Cell placement:
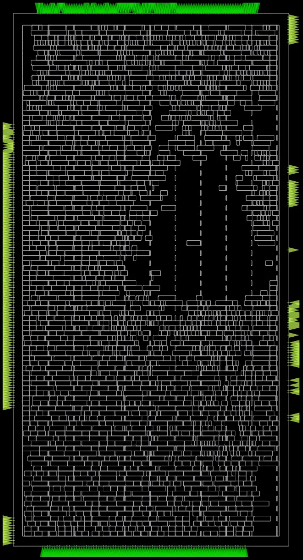
Signal metal coverage by tile:
15 x 29 tiles, from dark blue (low) to red (high), scaled to the fullest tile. Values are wire area over tile area, all layers added.
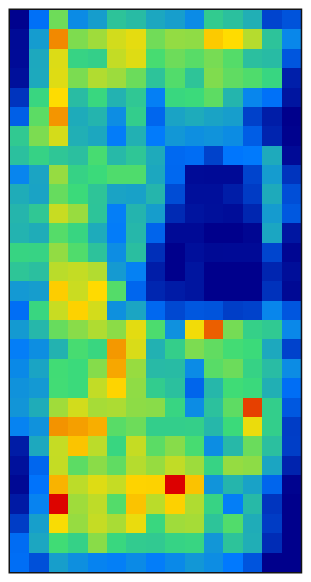
Sequential cells colored by netlist name:
The bar under the picture is 50 um long. Other sequential cells in the stronger gray, the rest of the logic in the fainter gray.
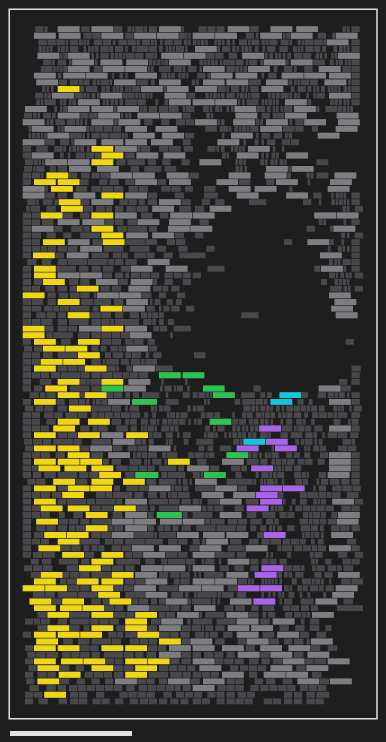
Cell sizes after repair:
The bar under the picture is 50 um long.
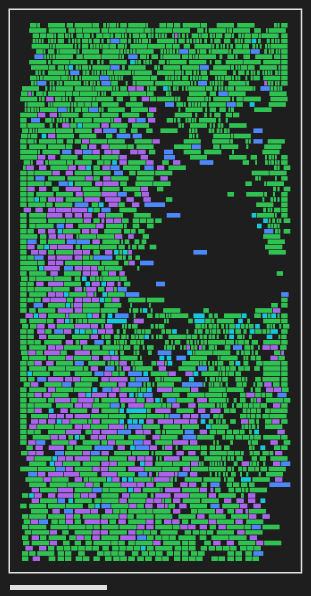
Clock network drawn from the DEF:
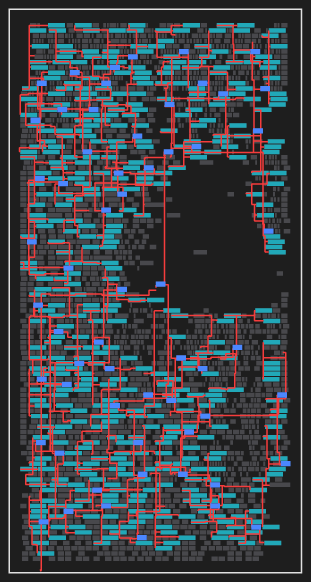
[config.mk]
export PLATFORM = sky130hd
export DESIGN_NAME = acorn128_seq
export DESIGN_NICKNAME = d
export VERILOG_FILES = /design/src/rtl/acorn128_pkg.sv /design/src/rtl/acorn128_tag_cap.sv /design/src/rtl/acorn128_seq.sv
export SDC_FILE = /design/constraint.sdc
export NUM_CORES = 1
export LEC_CHECK = 0
export CAP_MARGIN = 20
export CORE_ASPECT_RATIO = 2
export CORE_MARGIN = 5
export CORE_UTILIZATION = 53
export CTS_BUF_LIST = sky130_fd_sc_hd__clkbuf_2 sky130_fd_sc_hd__clkbuf_4 sky130_fd_sc_hd__clkbuf_8
export DETAILED_ROUTE_END_ITERATION = 8
export PLACE_DENSITY = 0.9
export SLEW_MARGIN = 20
export SYNTH_ARGS = -nofsm -noshare
export SYNTH_HDL_FRONTEND = slang
export SYNTH_SLANG_ARGS = --single-unit
[constraint.sdc]
create_clock -name i_clk -period 4.28 [get_ports i_clk]
set_input_delay 1.284 -clock i_clk [delete_from_list [all_inputs] [get_ports i_clk]]
set_output_delay 1.284 -clock i_clk [all_outputs]
set_load 0.02 [all_outputs]
[src/rtl/acorn128_pkg.sv]
// ACORN-128 sequencer shared types: phase encoding, schedule lengths and counter limits.
// No logic; every constant is sized so that comparisons against the 11-bit step counter stay width-exact.
package acorn128_pkg;

   localparam int INIT_STEPS = 1792;
   localparam int PAD_STEPS  = 256;
   localparam int FIN_STEPS  = 768;
   localparam int TAG_BITS   = 128;
   localparam int STATE_W    = 293;
   localparam int CNT_W      = 11;

   localparam logic [CNT_W-1:0] INIT_LAST = CNT_W'(INIT_STEPS - 1);
   localparam logic [CNT_W-1:0] PAD_LAST  = CNT_W'(PAD_STEPS - 1);
   localparam logic [CNT_W-1:0] FIN_LAST  = CNT_W'(FIN_STEPS - 1);
   localparam logic [CNT_W-1:0] TAG_FIRST = CNT_W'(FIN_STEPS - TAG_BITS);

   typedef enum logic [2:0] {
      PH_IDLE,
      PH_INIT,
      PH_AD,
      PH_AD_PAD,
      PH_ENC,
      PH_ENC_PAD,
      PH_FIN
   } phase_t;

endpackage

[src/rtl/acorn128_tag_cap.sv]
// Serial-in tag register: shifts the keystream bit in at the MSB during the last TAG_BITS finalization
// steps, so the first captured bit lands at bit 0. One-cycle capture latency; no backpressure.
module acorn128_tag_cap
   import acorn128_pkg::*;
(
   input  logic                i_clk,
   input  logic                i_rst,
   input  logic                i_clr,
   input  logic                i_en,
   input  logic [CNT_W-1:0]    i_cnt,
   input  logic                i_bit,
   output logic [TAG_BITS-1:0] o_tag
);

   logic [TAG_BITS-1:0] r_tag;
   logic                w_in_win;

   assign w_in_win = (i_cnt >= TAG_FIRST);

   always_ff @(posedge i_clk or negedge i_rst) begin
      if (!i_rst) begin
         r_tag <= '0;
      end else if (i_clr) begin
         r_tag <= '0;
      end else if (i_en && w_in_win) begin
         r_tag <= {i_bit, r_tag[TAG_BITS-1:1]};
      end
   end

   assign o_tag = r_tag;

endmodule

[src/rtl/acorn128_seq.sv]
// ACORN-128 bit-serial phase sequencer: drives ca/cb/mbit for one state step per step_en cycle.
// First step one cycle after start; AD/ENC stall on din_valid low, every other phase steps each cycle.
module acorn128_seq
   import acorn128_pkg::*;
#(
   parameter int LEN_W = 16
)(
   input  logic                i_clk,
   input  logic                i_rst,
   input  logic                i_start,
   input  logic [127:0]        i_key,
   input  logic [127:0]        i_iv,
   input  logic [LEN_W-1:0]    i_ad_len,
   input  logic [LEN_W-1:0]    i_pt_len,
   input  logic                i_din,
   input  logic                i_din_valid,
   output logic                o_din_ready,
   input  logic                i_ks_in,
   output logic                o_step_en,
   output logic                o_ca,
   output logic                o_cb,
   output logic                o_mbit,
   output logic                o_ct_bit,
   output logic                o_ct_valid,
   output logic [TAG_BITS-1:0] o_tag,
   output logic                o_busy,
   output logic                o_done
);

   phase_t             r_phase;
   phase_t             w_nxt_phase;
   logic [CNT_W-1:0]   r_cnt;
   logic [LEN_W-1:0]   r_bits;
   logic [127:0]       r_key;
   logic [127:0]       r_iv;
   logic [LEN_W-1:0]   r_ad_len;
   logic [LEN_W-1:0]   r_pt_len;
   logic               r_mbit_hold;
   logic               r_done;

   logic               w_accept;
   logic               w_step;
   logic               w_ca;
   logic               w_cb;
   logic               w_mbit;
   logic               w_din_rdy;
   logic               w_cnt_clr;
   logic               w_done_nxt;
   logic [LEN_W-1:0]   w_len_m1;

   assign w_accept = (r_phase == PH_IDLE) && i_start;
   assign w_len_m1 = ((r_phase == PH_ENC) ? r_pt_len : r_ad_len) - LEN_W'(1);

   always_comb begin
      w_nxt_phase = r_phase;
      w_step      = 1'b0;
      w_ca        = 1'b0;
      w_cb        = 1'b0;
      w_mbit      = 1'b0;
      w_din_rdy   = 1'b0;
      w_cnt_clr   = 1'b0;
      w_done_nxt  = 1'b0;
      case (r_phase)
         PH_IDLE: begin
            if (i_start) begin
               w_cnt_clr   = 1'b1;
               w_nxt_phase = PH_INIT;
            end
         end
         PH_INIT: begin
            w_step = 1'b1;
            w_ca   = 1'b1;
            w_cb   = 1'b1;
            // Key, then IV, then a single inverted key[0], then the key repeating to the end.
            if (r_cnt < CNT_W'(128))       w_mbit = r_key[r_cnt[6:0]];
            else if (r_cnt < CNT_W'(256))  w_mbit = r_iv[r_cnt[6:0]];
            else if (r_cnt == CNT_W'(256)) w_mbit = ~r_key[0];
            else                           w_mbit = r_key[r_cnt[6:0]];
            if (r_cnt == INIT_LAST) begin
               w_cnt_clr   = 1'b1;
               w_nxt_phase = (r_ad_len == '0) ? PH_AD_PAD : PH_AD;
            end
         end
         PH_AD, PH_ENC: begin
            w_din_rdy = 1'b1;
            w_step    = i_din_valid;
            w_ca      = 1'b1;
            w_cb      = (r_phase == PH_AD);
            w_mbit    = i_din_valid ? i_din : r_mbit_hold;
            if (i_din_valid && (r_bits == w_len_m1)) begin
               w_cnt_clr   = 1'b1;
               w_nxt_phase = (r_phase == PH_AD) ? PH_AD_PAD : PH_ENC_PAD;
            end
         end
         PH_AD_PAD, PH_ENC_PAD: begin
            w_step = 1'b1;
            w_ca   = ~r_cnt[7];
            w_cb   = (r_phase == PH_AD_PAD);
            w_mbit = (r_cnt == '0);
            if (r_cnt == PAD_LAST) begin
               w_cnt_clr = 1'b1;
               if (r_phase == PH_ENC_PAD)   w_nxt_phase = PH_FIN;
               else if (r_pt_len == '0)     w_nxt_phase = PH_ENC_PAD;
               else                         w_nxt_phase = PH_ENC;
            end
         end
         PH_FIN: begin
            w_step = 1'b1;
            w_ca   = 1'b1;
            w_cb   = 1'b1;
            if (r_cnt == FIN_LAST) begin
               w_cnt_clr   = 1'b1;
               w_done_nxt  = 1'b1;
               w_nxt_phase = PH_IDLE;
            end
         end
         default: w_nxt_phase = PH_IDLE;
      endcase
   end

   always_ff @(posedge i_clk or negedge i_rst) begin
      if (!i_rst) begin
         r_phase     <= PH_IDLE;
         r_cnt       <= '0;
         r_bits      <= '0;
         r_key       <= '0;
         r_iv        <= '0;
         r_ad_len    <= '0;
         r_pt_len    <= '0;
         r_mbit_hold <= 1'b0;
         r_done      <= 1'b0;
      end else begin
         r_phase <= w_nxt_phase;
         r_done  <= w_done_nxt;
         if (w_accept) begin
            r_key    <= i_key;
            r_iv     <= i_iv;
            r_ad_len <= i_ad_len;
            r_pt_len <= i_pt_len;
         end
         // Data phases count accepted bits in r_bits; r_cnt only tracks fixed-length phases.
         if (w_cnt_clr)                r_cnt <= '0;
         else if (w_step && !w_din_rdy) r_cnt <= r_cnt + CNT_W'(1);
         if (w_cnt_clr)                r_bits <= '0;
         else if (w_step && w_din_rdy)  r_bits <= r_bits + LEN_W'(1);
         if (w_step) r_mbit_hold <= w_mbit;
      end
   end

   acorn128_tag_cap u_tag_cap (
      .i_clk (i_clk),
      .i_rst (i_rst),
      .i_clr (w_accept),
      .i_en  (w_step && (r_phase == PH_FIN)),
      .i_cnt (r_cnt),
      .i_bit (i_ks_in),
      .o_tag (o_tag)
   );

   assign o_din_ready = w_din_rdy;
   assign o_step_en   = w_step;
   assign o_ca        = w_ca;
   assign o_cb        = w_cb;
   assign o_mbit      = w_mbit;
   assign o_ct_bit    = (r_phase == PH_ENC) && (i_din ^ i_ks_in);
   assign o_ct_valid  = w_step && (r_phase == PH_ENC);
   assign o_busy      = (r_phase != PH_IDLE);
   assign o_done      = r_done;

endmodule

==> reports/summary.txt <==
status: complete, but fails checks
failing checks: setup timing
CTS sink cnt: 448
Unique cell types: 63
sequential share of power: 41.8%
met2 Use GR: 52.4%
# IOs: 431
Synth Area per Inst: 11.8 um^2
Synth Area in Compound Gates: 6.38%
vias in the first global route: 17,300
EDFF count, synth: 0
Yosys reg bits: 448
mux share: 24.2%
routing usage on met1: 31.9%
# Cells Yosys: 1,749
Worst Path Required: 3.00 ns
die width: 150 um
Critical Path Max Stage Delay: 0.57 ns
Simple-Gate Area Share: 10.3%
antenna violations before repair: 16
met3 Use GR: 5.06%
top cells by count, synth: dfrtp_1, nand2_1, mux2_2
GRT busiest layer: met2
cycle use final: 103%
Die Area: 43,300 um^2
count leader, synth: dfrtp_1
met3 routed WL: 3840 um
wire length on met1: 21,400 um
Main logic family: multiplexers
setup ws final: -0.143 ns
CTS H-tree depth: 2
share of cells above drive strength 1: 25.9%
CTS tree: done
slowest cell on the critical path: dfrtp_4
Adders+Majority by Area: 0.242%
Sw Share: 30.9%
met2 WL: 34,900 um
RSZ-0062 raised after global routing: yes
Yosys Chip Area: 20,700 um^2
Post-synth top flop: dfrtp_1
Ys Warns: 0
Comb power: 3460 uW
register-to-register setup slack: 0.46 ns
CP Max Fanout: 7
Net Switching: 3780 uW
DR pass1 iterations: 5
Crit Path Class: flip-flop to output port
clock transition at the registers of the reported paths: 0.07 ns
Top cell area share: 54.2%
worst relative slew slack: 33.6%
clk buf depth: 3
Peak VDD IR: 330 uV
LEAKAGE: 0.0118 uW
CTS Hold Bufs: 0
clock-net power: 3660 uW
worst-margin pin slew: 0.996 ns
worst min path class: flip-flop to flip-flop
final net count: 2,507
Peak Freq: 226 MHz
Crit path top cell by count: buf_6
Inserted Clock Buffers: 60
Final Hold Viols: 0
Post-route DRC: 0
vias per cell: 5.81
Place WS: 0.0765 ns
Arrival @ worst endpoint: 3.14 ns
CORE AREA: 38,700 um^2
I/O Buffers: 430
post-CTS setup buffer count: 4
# setup viols final: 1
Post-synth area hogs: dfrtp_1, mux2_2, nand2_1, mux4_2, a21oi_1
Power Dens Cells: 443 nW/um^2
Area Growth Syn to Fin: 33.6%
Notes on 'cell placement' above:
Non-Filler Instances: 2,800
site row count: 102
flop count: 448
FILL cells: 2,468

Notes on 'signal metal coverage by tile' above:
The emptiest ninth of the die: right middle. The densest ninth of the die: bottom middle. The mean over all tiles is 0.26. 5.5% of the tiles are nearly empty. 32% of the tiles are over half the peak.
via count: 16,300
DRT Wirelength: 66,000 um
Tot GR Track Use: 29.8%
WL per Instance: 23.6 um

Notes on 'sequential cells colored by netlist name' above:
Purple marks `r_bits`, placed flops 16. Green marks `r_cnt`, placed flops 11, where middle. Yellow marks `r_iv`, placed flops 128. Cyan marks `r_phase`, placed flops 3.
Another 290 sequential cells are not colored.

Notes on 'cell sizes after repair' above:
Purple marks x2, cells 386, share 17%. Blue marks x6 and larger, cells 105, share 4.6%. Cyan marks x3 and x4, cells 95, share 4.2%. Green marks x1 and smaller, cells 1,675, share 74%.

Notes on 'clock network drawn from the DEF' above:
Cyan marks flip-flops, count 448. Red marks clock wires, length 5,860 um. Blue marks clock-net drivers, count 60.
Position of the flops: spread over the die. There are 61 routed clock nets.
skew final: 0.0472 ns
clock power share: 29.9%

[placed cells by master (no fill, tap or decap), drive strengths merged, types with 3 or more instances in the layout]
cell type	n
a21oi	154
a221oi	6
a22oi	16
a31oi	7
and2	5
and3	8
buf	92
bufinv	3
clkbuf	92
clkdlybuf4s50	428
clkinv	15
clkinvlp	4
dfrtp	448
diode	19
ha	4
inv	8
mux2	302
mux2i	47
mux4	50
nand2	331
nand2b	4
nand3	22
nand3b	3
nand4	9
nor2	50
nor2b	8
nor3	14
nor3b	8
nor4	10
nor4b	3
o211ai	5
o21ai	16
or4	5
xnor2	36
xor2	13
[worst max-delay path, delay by kind of cell, from the launching register on]
family          cells  cell delay (ns)
simple gates        4             0.35
compound gates      3             0.43
buf+inv             5             0.69
flops               1             0.57
mux                 1             0.43
[final timing paths]
| kind | start | end | depth (start not counted) |
|---|---|---|---|
| min in group asynchronous | i_rst | r_pt_len[11]$_DFFE_PN0P_ | 1 |
| worst max-delay path | r_cnt[0]$_DFFE_PN0P_ | o_mbit | 13 |
| max in group asynchronous | i_rst | r_key[39]$_DFFE_PN0P_ | 2 |
| worst min register to register | r_iv[119]$_DFFE_PN0P_ | r_iv[119]$_DFFE_PN0P_ | 1 |
| worst min-delay path | r_iv[119]$_DFFE_PN0P_ | r_iv[119]$_DFFE_PN0P_ | 1 |
| worst max register to register | r_phase[1]$_DFFE_PN0P_ | r_cnt[1]$_DFFE_PN0P_ | 11 |
[layout make-up]
class	count	area, um^2	share of cell area [%]
timing repair buffer	520	5260	19.0
antenna	19	47.5	0.172
clock inverter	22	218	0.788
tap	520	651	2.36
inverter	8	30.0	0.109
multi-input combinational	1171	9030	32.7
clock buffer	92	1170	4.22
sequential	448	11200	40.6
No activity file was given, so power comes from the tool's default toggle rates.
